$ cat src/rtl/palu_pkg.sv
// Shared palu definitions: opcode encoding, instruction layout and the
// per-opcode source-register usage used by issue-time hazard detection.
package palu_pkg;

   localparam int OP_W    = 3;
   localparam int REG_W   = 3;
   localparam int INSTR_W = OP_W + 3 * REG_W;

   localparam logic [OP_W-1:0] ZERO = 3'd0;
   localparam logic [OP_W-1:0] ONE  = 3'd1;
   localparam logic [OP_W-1:0] ADD  = 3'd2;
   localparam logic [OP_W-1:0] SUB  = 3'd3;
   localparam logic [OP_W-1:0] NAND = 3'd4;
   localparam logic [OP_W-1:0] SRL  = 3'd5;
   localparam logic [OP_W-1:0] CPA  = 3'd6;
   localparam logic [OP_W-1:0] NOT  = 3'd7;

   typedef struct packed {
      logic [OP_W-1:0]  op;
      logic [REG_W-1:0] src1;
      logic [REG_W-1:0] src2;
      logic [REG_W-1:0] dest;
   } instr_t;

   // Constant generators read nothing, so they can never be RAW-dependent.
   function automatic logic uses_src1(input logic [OP_W-1:0] op);
      case (op)
         ADD, SUB, NAND, SRL, CPA, NOT: uses_src1 = 1'b1;
         default:                       uses_src1 = 1'b0;
      endcase
   endfunction

   function automatic logic uses_src2(input logic [OP_W-1:0] op);
      case (op)
         ADD, SUB, NAND: uses_src2 = 1'b1;
         default:        uses_src2 = 1'b0;
      endcase
   endfunction

endpackage

$ cat src/rtl/palu_issue_fifo.sv
// Synchronous instruction FIFO feeding the issue stage. Head is the oldest
// entry; push while full and pop while empty are ignored.
module palu_issue_fifo
   import palu_pkg::*;
#(
   parameter int DEPTH = 4
) (
   input  logic   clock,
   input  logic   reset_n,
   input  logic   push,
   input  logic   pop,
   input  instr_t wdata,
   output instr_t head,
   output logic   full,
   output logic   empty
);

   localparam int PW = $clog2(DEPTH);

   instr_t          mem [DEPTH];
   logic [PW-1:0]   wr_ptr;
   logic [PW-1:0]   rd_ptr;
   logic [PW:0]     count;
   logic            do_push;
   logic            do_pop;

   assign full    = (count == (PW+1)'(DEPTH));
   assign empty   = (count == '0);
   assign do_push = push & ~full;
   assign do_pop  = pop & ~empty;
   assign head    = mem[rd_ptr];

   // Storage needs no reset: pointers and count define what is valid.
   always_ff @(posedge clock) begin
      if (do_push)
         mem[wr_ptr] <= wdata;
   end

   always_ff @(posedge clock) begin
      if (!reset_n) begin
         wr_ptr <= '0;
         rd_ptr <= '0;
         count  <= '0;
      end else begin
         if (do_push)
            wr_ptr <= wr_ptr + PW'(1);
         if (do_pop)
            rd_ptr <= rd_ptr + PW'(1);
         case ({do_push, do_pop})
            2'b10:   count <= count + (PW+1)'(1);
            2'b01:   count <= count - (PW+1)'(1);
            default: count <= count;
         endcase
      end
   end

endmodule

$ cat src/rtl/palu_issue.sv
// Issue stage in front of the palu ALU: queues instructions, inserts a single
// bubble on a RAW dependency against the previous issue, and counts events.
module palu_issue
   import palu_pkg::*;
#(
   parameter int DEPTH = 4,
   parameter int CNT_W = 16
) (
   input  logic             clock,
   input  logic             reset_n,
   input  logic             in_valid,
   output logic             in_ready,
   input  logic [OP_W-1:0]  in_opcode,
   input  logic [REG_W-1:0] in_src1,
   input  logic [REG_W-1:0] in_src2,
   input  logic [REG_W-1:0] in_dest,
   output logic             stall,
   output logic [OP_W-1:0]  opcode,
   output logic [REG_W-1:0] src1,
   output logic [REG_W-1:0] src2,
   output logic [REG_W-1:0] dest,
   output logic [CNT_W-1:0] issue_cnt,
   output logic [CNT_W-1:0] hazard_cnt
);

   instr_t           wdata;
   instr_t           head;
   logic             full;
   logic             empty;
   logic             hazard;
   logic             issue;
   logic             last_valid;
   logic [REG_W-1:0] last_dest;

   assign wdata    = '{op: in_opcode, src1: in_src1, src2: in_src2, dest: in_dest};
   assign in_ready = ~full;

   palu_issue_fifo #(.DEPTH(DEPTH)) u_fifo (
      .clock   (clock),
      .reset_n (reset_n),
      .push    (in_valid & in_ready),
      .pop     (issue),
      .wdata   (wdata),
      .head    (head),
      .full    (full),
      .empty   (empty)
   );

   // A bubble clears last_valid, so a stalled head always issues next cycle.
   assign hazard = last_valid &
                   ((uses_src1(head.op) & (head.src1 == last_dest)) |
                    (uses_src2(head.op) & (head.src2 == last_dest)));
   assign issue  = ~empty & ~hazard;

   always_ff @(posedge clock) begin
      if (!reset_n) begin
         stall      <= 1'b1;
         opcode     <= '0;
         src1       <= '0;
         src2       <= '0;
         dest       <= '0;
         last_valid <= 1'b0;
         last_dest  <= '0;
         issue_cnt  <= '0;
         hazard_cnt <= '0;
      end else if (empty) begin
         stall      <= 1'b1;
         last_valid <= 1'b0;
      end else if (hazard) begin
         stall      <= 1'b1;
         last_valid <= 1'b0;
         hazard_cnt <= hazard_cnt + CNT_W'(1);
      end else begin
         stall      <= 1'b0;
         opcode     <= head.op;
         src1       <= head.src1;
         src2       <= head.src2;
         dest       <= head.dest;
         last_dest  <= head.dest;
         last_valid <= 1'b1;
         issue_cnt  <= issue_cnt + CNT_W'(1);
      end
   end

endmodule
$ cat config.mk
export PLATFORM = sky130hd
export DESIGN_NAME = palu_issue
export DESIGN_NICKNAME = d
export VERILOG_FILES = /design/src/rtl/palu_pkg.sv /design/src/rtl/palu_issue_fifo.sv /design/src/rtl/palu_issue.sv
export SDC_FILE = /design/constraint.sdc
export NUM_CORES = 1
export LEC_CHECK = 0
export ABC_AREA = 1
export CAP_MARGIN = 10
export CORE_MARGIN = 1
export CORE_UTILIZATION = 25
export DETAILED_ROUTE_END_ITERATION = 12
export SLEW_MARGIN = 20
export SYNTH_ARGS = -nofsm -noshare
export SYNTH_HDL_FRONTEND = slang
export SYNTH_SLANG_ARGS = --single-unit
$ cat constraint.sdc
create_clock -name clock -period 7.9 [get_ports clock]
set_input_delay 0.79 -clock clock [delete_from_list [all_inputs] [get_ports clock]]
set_output_delay 0.79 -clock clock [all_outputs]
set_load 0.02 [all_outputs]
==> run_results.csv, run 1 <==
group,metric,value,unit
outcome,outcome,"complete, no violations",
synth,ys_cells,571,
synth,top_logic_kind,"simple AND/OR/NAND/NOR gates",
synth,ys_sh_mux,0,%
final_layout,clk_share,5.05,%
critical_path,critPathSlowestCell,"dfxtp_1",
final_layout,num-fill-cells,2018,
routing,avgViaCountPerCell,4.34,
global_routing,overflow,0,
final_layout,num-nonclk-inverters,57,
routing,wl_met1,5330,um
final_layout,nNetsFinal,645,
placed_design,place_congestion,0.764,
clock_tree,htree_levels,3,
clock_tree,cts_hold_buf,0,
routing,ant_nets,0,
final_layout,layout_top_cells,"nand2_1 (134), nor2_1 (85), clkdlybuf4s50_1 (60)",
synth,yosysUniqueCellTypes,35,
placed_design,dp.cells,845,
floorplan,fp.coreArea,18800,um^2
floorplan,nWellTaps,234,
critical_path,cpLargestDelayFamily,"simple AND/OR/NAND/NOR gates",
final_layout,drive_above_1_share,5.10,%
critical_path,endpoint,"u_fifo.count[2]",
critical_path,crit_type,"flip-flop to flip-flop",
synth,ys_sh_aoi,6.32,%
clock_tree,cts_resized,0,
final_timing,fmax,0.274,GHz
critical_path,crit_path_end_kind,"flip-flop",
final_timing,fin_crit,3.65,ns
synth,ys.flops,103,
routing,route.met2.wl,4860,um
final_layout,ff_count,103,
final_layout,mi_logic_area,1850,um^2
clock_tree,cts_buffers,9,
synth,syn_area,4790,um^2
floorplan,die-area,19700,um^2
clock_tree,post_cts_buffers,0,
final_layout,nClkBuffers,10,
synth,synthTopCellsByArea,"edfxtp_1 (30%), dfxtp_1 (23%), nand2_1 (10%)",
final_layout,num_antenna_cells,0,
synth,ys_sh_simple,28.8,%
final_timing,setup_viol,0,
routing,drt_iter0_drc,301,
synth,top_cell_area_share,30.1,%
synth,xor_area_share,1.28,%
power,power_leakage,0.00218,uW
synth,synthArstFlopShare,0,%
run 1: stage by stage:
step | setup WS, ns | total power [uW] | utilization (%) | instance area [um^2] | hold WS, ns
3_3_place_gp | 4.29 | 1400 | 29.6 | 5550 | 0.465
2_1_floorplan | 5.40 | 1240 | - | 4790 | 0.449
6_report | 4.25 | 1830 | 31.1 | 5840 | 0.474
5_1_grt | 3.77 | 1970 | 31.1 | 5840 | 0.526
3_5_place_dp | 4.24 | 1400 | 29.6 | 5550 | 0.465
4_1_cts | 4.21 | 1850 | 31.1 | 5840 | 0.475
run 1: report_power, final:
part,switching (uW),total [uW],internal [uW]
registers,73.4,712,638
clock network,197,445,248
logic,446,674,229
total,716,1830,1120
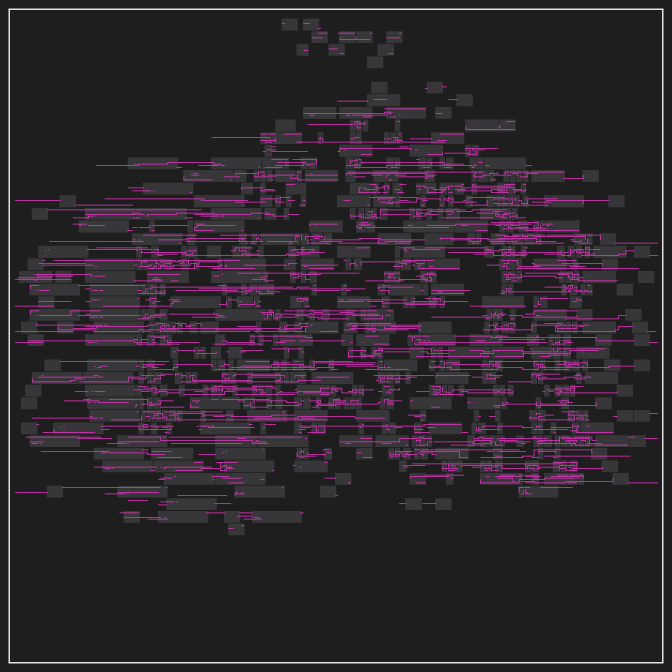
(run_1/met1.png)
Cells faint in the background.
wire length on this layer: 5,330 um
share of all routed wire: 49%
M1 GR Usage: 16.0%
drt total wl: 10,800 um
vias after detailed routing: 3,738

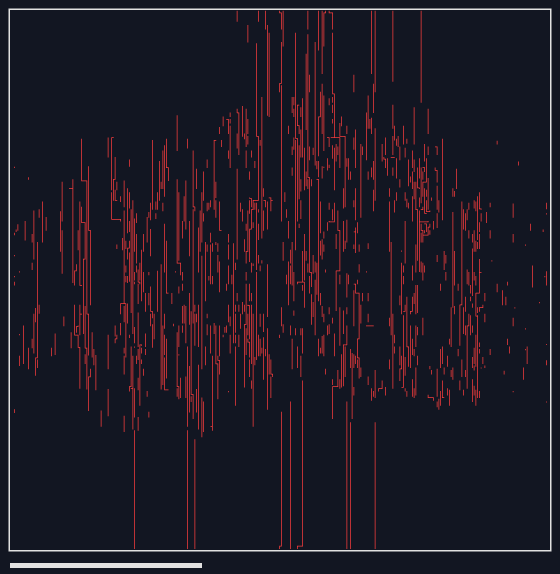
(run_1/met2.png)
Scale bar: 50 um.
share of all routed wire: 45%
nets with wire on the layer: 453
wire length on this layer: 4,860 um
longest straight run: 43.0 um

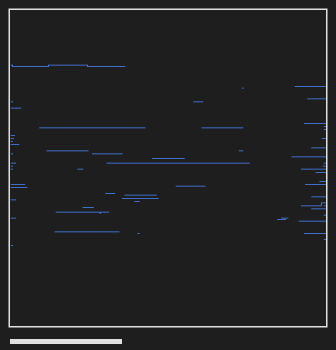
(run_1/met3.png)
Scale bar: 50 um.
nets with wire on the layer: 52
wire length on this layer: 515 um
main direction: horizontal
longest straight run: 63.5 um
share of all routed wire: 4.8%
GRT met3 Usage: 2.67%

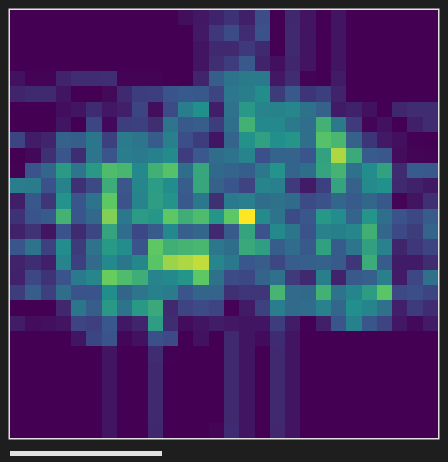
(run_1/wire_density.png)
Scale bar: 50 um. The die is cut into 28 by 28 equal tiles; dark purple is low, yellow is high, scaled to the fullest tile. Values are wire area over tile area, all layers added.
fullest tile: 0.45
mean over tiles: 0.086
densest ninth of the die: centre
tiles over half the peak: 9.3%
nearly empty tiles: 35%
gr usage total: 11.8%
post-DR wirelength/cell: 12.6 um

==> run 2: changes to the inputs <==
==> constraint.sdc (replaced) <==
create_clock -name clock -period 3.05 [get_ports clock]
set_input_delay 0.305 -clock clock [delete_from_list [all_inputs] [get_ports clock]]
set_output_delay 0.305 -clock clock [all_outputs]
set_load 0.02 [all_outputs]
==> run_results.csv, run 2 <==
group,metric,value,unit
outcome,outcome,"complete, no violations",
synth,yosysUniqueCellTypes,35,
clock_tree,cts_resized,0,
final_timing,final.setup.worst_slack,0.385,ns
placed_design,place_area,5610,um^2
floorplan,die-area,19700,um^2
routing,route.met2.wl,5020,um
power,powerComb,1930,uW
routing,ant_nets,0,
synth,top_cell_area_share,30.1,%
synth,ys_cells,571,
routing,drt_iter0_drc,232,
synth,ys.flops,103,
clock_tree,htree_levels,3,
power,power.switching,1910,uW
global_routing,use_met3,2.53,%
power,seq_power_share,36.4,%
final_timing,holdWs,0.481,ns
clock_tree,cts_buffers,9,
routing,wl_met1,5170,um
power,p_int,2980,uW
final_layout,num-nonclk-inverters,57,
final_timing,fmax,0.375,GHz
power,power-top-group,"combinational logic",
placed_design,dp_worst_setup_slack,0.311,ns
power,pg_seq,1780,uW
final_layout,num-fill-cells,1967,
clock_tree,post_cts_buffers,0,
power,p_clk,1180,uW
synth,synthArstFlopShare,0,%
global_routing,overflow,0,
final_layout,final_util,31.5,%
power,power_leakage,0.00222,uW
final_timing,fin_crit,2.67,ns
final_layout,clk_share,5.14,%
routing,avgViaCountPerCell,4.38,
power,clock_power_share,24.2,%
run 2: cell counts after synthesis:
Identical to the previous run, type by type.
run 2: worst max-delay path, cell delays in order (launching register included):
cell and delay (ns):
dfxtp_1 0.34, buf_8 0.20, inv_6 0.11, or2_1 0.22, nand2_1 0.06, nand2_1 0.08
o21a_2 0.25, nand2_8 0.08, nand2_4 0.10, inv_1 0.09, ha_1 0.14, inv_1 0.07
fa_1 0.37, a21oi_1 0.14, o21ai_0 0.12, o21ai_1 0.14, a21oi_1 0.05
run 2: kinds of logic after synthesis:
kind of cell | synth area share (%)
xor gates and xnor gates | 1.28
buffers and inverters | 8.30
adders and majority gates | 2.24
DFF | 53.0
AOI/OAI and AO/OA | 6.32
and+or+nand+nor | 28.8
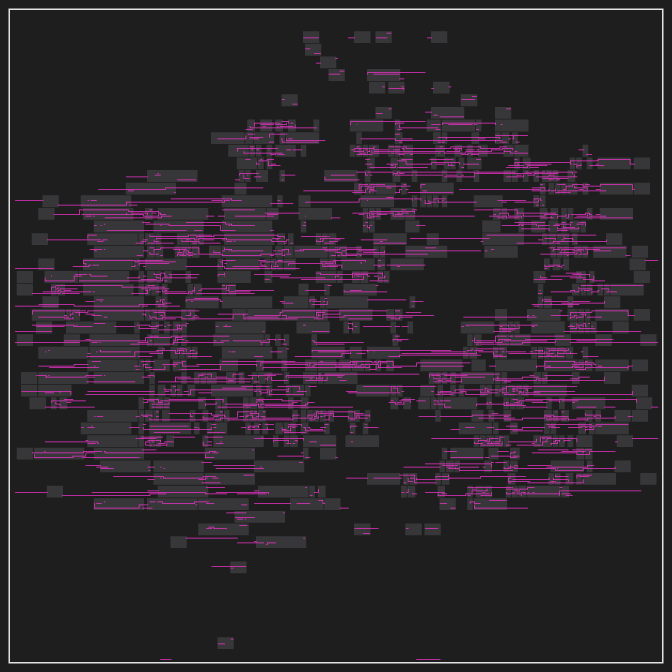
(run_2/met1.png)
Cells faint in the background.
vias after detailed routing: 3,810
M1 GR Usage: 15.2%
drt total wl: 10,900 um

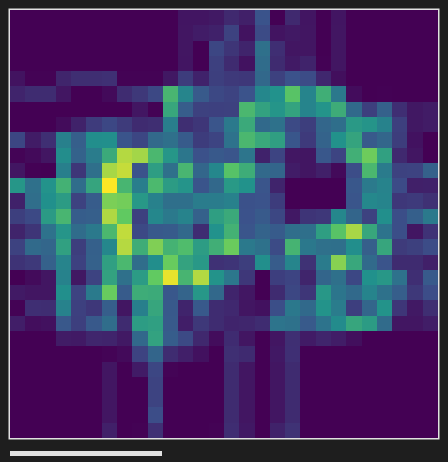
(run_2/wire_density.png)
Scale bar: 50 um. The die is cut into 28 by 28 equal tiles; dark purple is low, yellow is high, scaled to the fullest tile. Values are wire area over tile area, all layers added.
gr usage total: 11.6%
post-DR wirelength/cell: 12.6 um

==> run 3: changes to the inputs <==
--- a/config.mk
+++ b/config.mk
@@ -10,6 +10,7 @@
 export CORE_MARGIN = 1
 export CORE_UTILIZATION = 25
 export DETAILED_ROUTE_END_ITERATION = 12
+export SKIP_CTS_REPAIR_TIMING = 1
 export SLEW_MARGIN = 20
 export SYNTH_ARGS = -nofsm -noshare
 export SYNTH_HDL_FRONTEND = slang
==> run_results.csv, run 3 <==
group,metric,value,unit
final_layout,num_antenna_cells,0,
placed_design,dp.cells,853,
critical_path,endpoint,"u_fifo.count[2]",
critical_path,crit_path_end_kind,"flip-flop",
final_layout,final_util,31.5,%
global_routing,overflow,0,
power,share_comb_of_total_power,39.4,%
final_timing,final.setup.worst_slack,0.385,ns
routing,avgViaCountPerCell,4.38,
power,power_leakage,0.00222,uW
final_timing,fmax,0.375,GHz
power,power,4890,uW
power,powerComb,1930,uW
critical_path,crit_type,"flip-flop to flip-flop",
critical_path,critPathSlowestCell,"fa_1",
synth,synth-adder-area-share,2.24,%
synth,ys_sh_simple,28.8,%
placed_design,place_congestion,0.747,
global_routing,use_met1,15.2,%
synth,yosysUniqueCellTypes,35,
synth,ys.flops,103,
synth,top_logic_kind,"simple AND/OR/NAND/NOR gates",
final_timing,holdWs,0.481,ns
floorplan,die-area,19700,um^2
synth,synthTopCellsByArea,"edfxtp_1 (30%), dfxtp_1 (23%), nand2_1 (10%)",
critical_path,cp_slowest_stage_delay,0.37,ns
power,pg_seq,1780,uW
power,p_sw_share,39.0,%
outcome,outcome,"complete, no violations",
clock_tree,cts_buffers,9,
routing,wl_met1,5170,um
routing,drt_wl_total,10900,um
power,power-top-group,"combinational logic",
power,p_clk,1180,uW
power,p_int,2980,uW
routing,wl_per_cell,12.6,um
routing,vias,3810,
final_layout,layout_top_cells,"nand2_1 (134), nor2_1 (85), clkdlybuf4s50_1 (60)",
synth,top_cell_area_share,30.1,%
routing,route.met2.wl,5020,um
global_routing,grt_use_total,11.6,%
synth,syn_area,4790,um^2
critical_path,critPathBufInv,4,
synth,ys_sh_mux,0,%
power,clock_power_share,24.2,%
synth,xor_area_share,1.28,%
final_layout,drive_above_1_share,6.30,%
==> run 3: cell counts in the layout (fill, tap and decap cells not counted) <==
No cell type changed its count.
==> run 3: worst register-to-register path, cell delays in order (launching register included) <==
cell and delay [ns]:
dfxtp_1 0.34, buf_8 0.20, inv_6 0.12, or2_1 0.22, nand2_1 0.06, nand2_1 0.08
o21a_2 0.25, nand2_8 0.08, nand2_4 0.10, inv_1 0.09, ha_1 0.14, inv_1 0.07
fa_1 0.37, a21oi_1 0.14, o21ai_0 0.12, o21ai_1 0.14, a21oi_1 0.05
==> run 3: final cells by class <==
class	count	area (um^2)
fill	1967	12800
sequential	103	2540
multi-input combinational	386	1850
timing repair buffer	73	706
tap	234	293
clock buffer	10	229
inverter	57	219
clock inverter	6	75.1
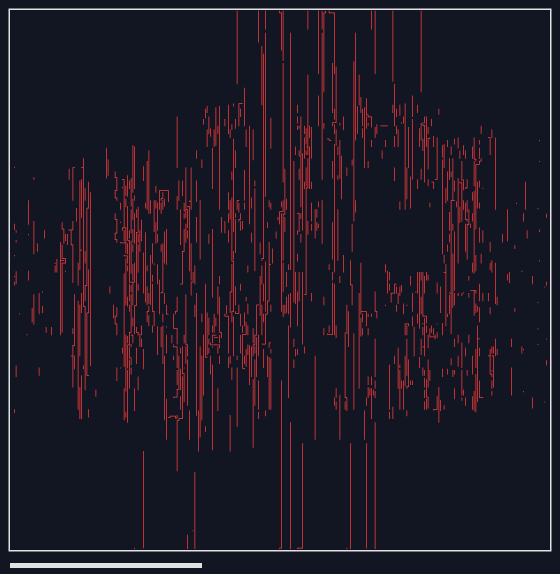
(run_3/met2.png)
Scale bar: 50 um.
met2 Use GR: 19.1%

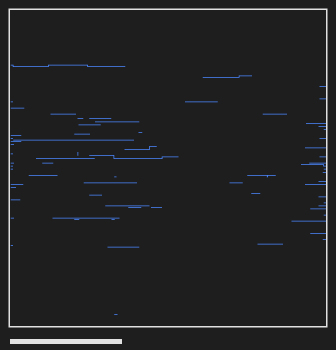
(run_3/met3.png)
Scale bar: 50 um.
longest straight run: 53.4 um
main direction: horizontal
wire length on this layer: 588 um
GRT met3 Usage: 2.53%

Power is estimated from default activity; no workload was simulated.
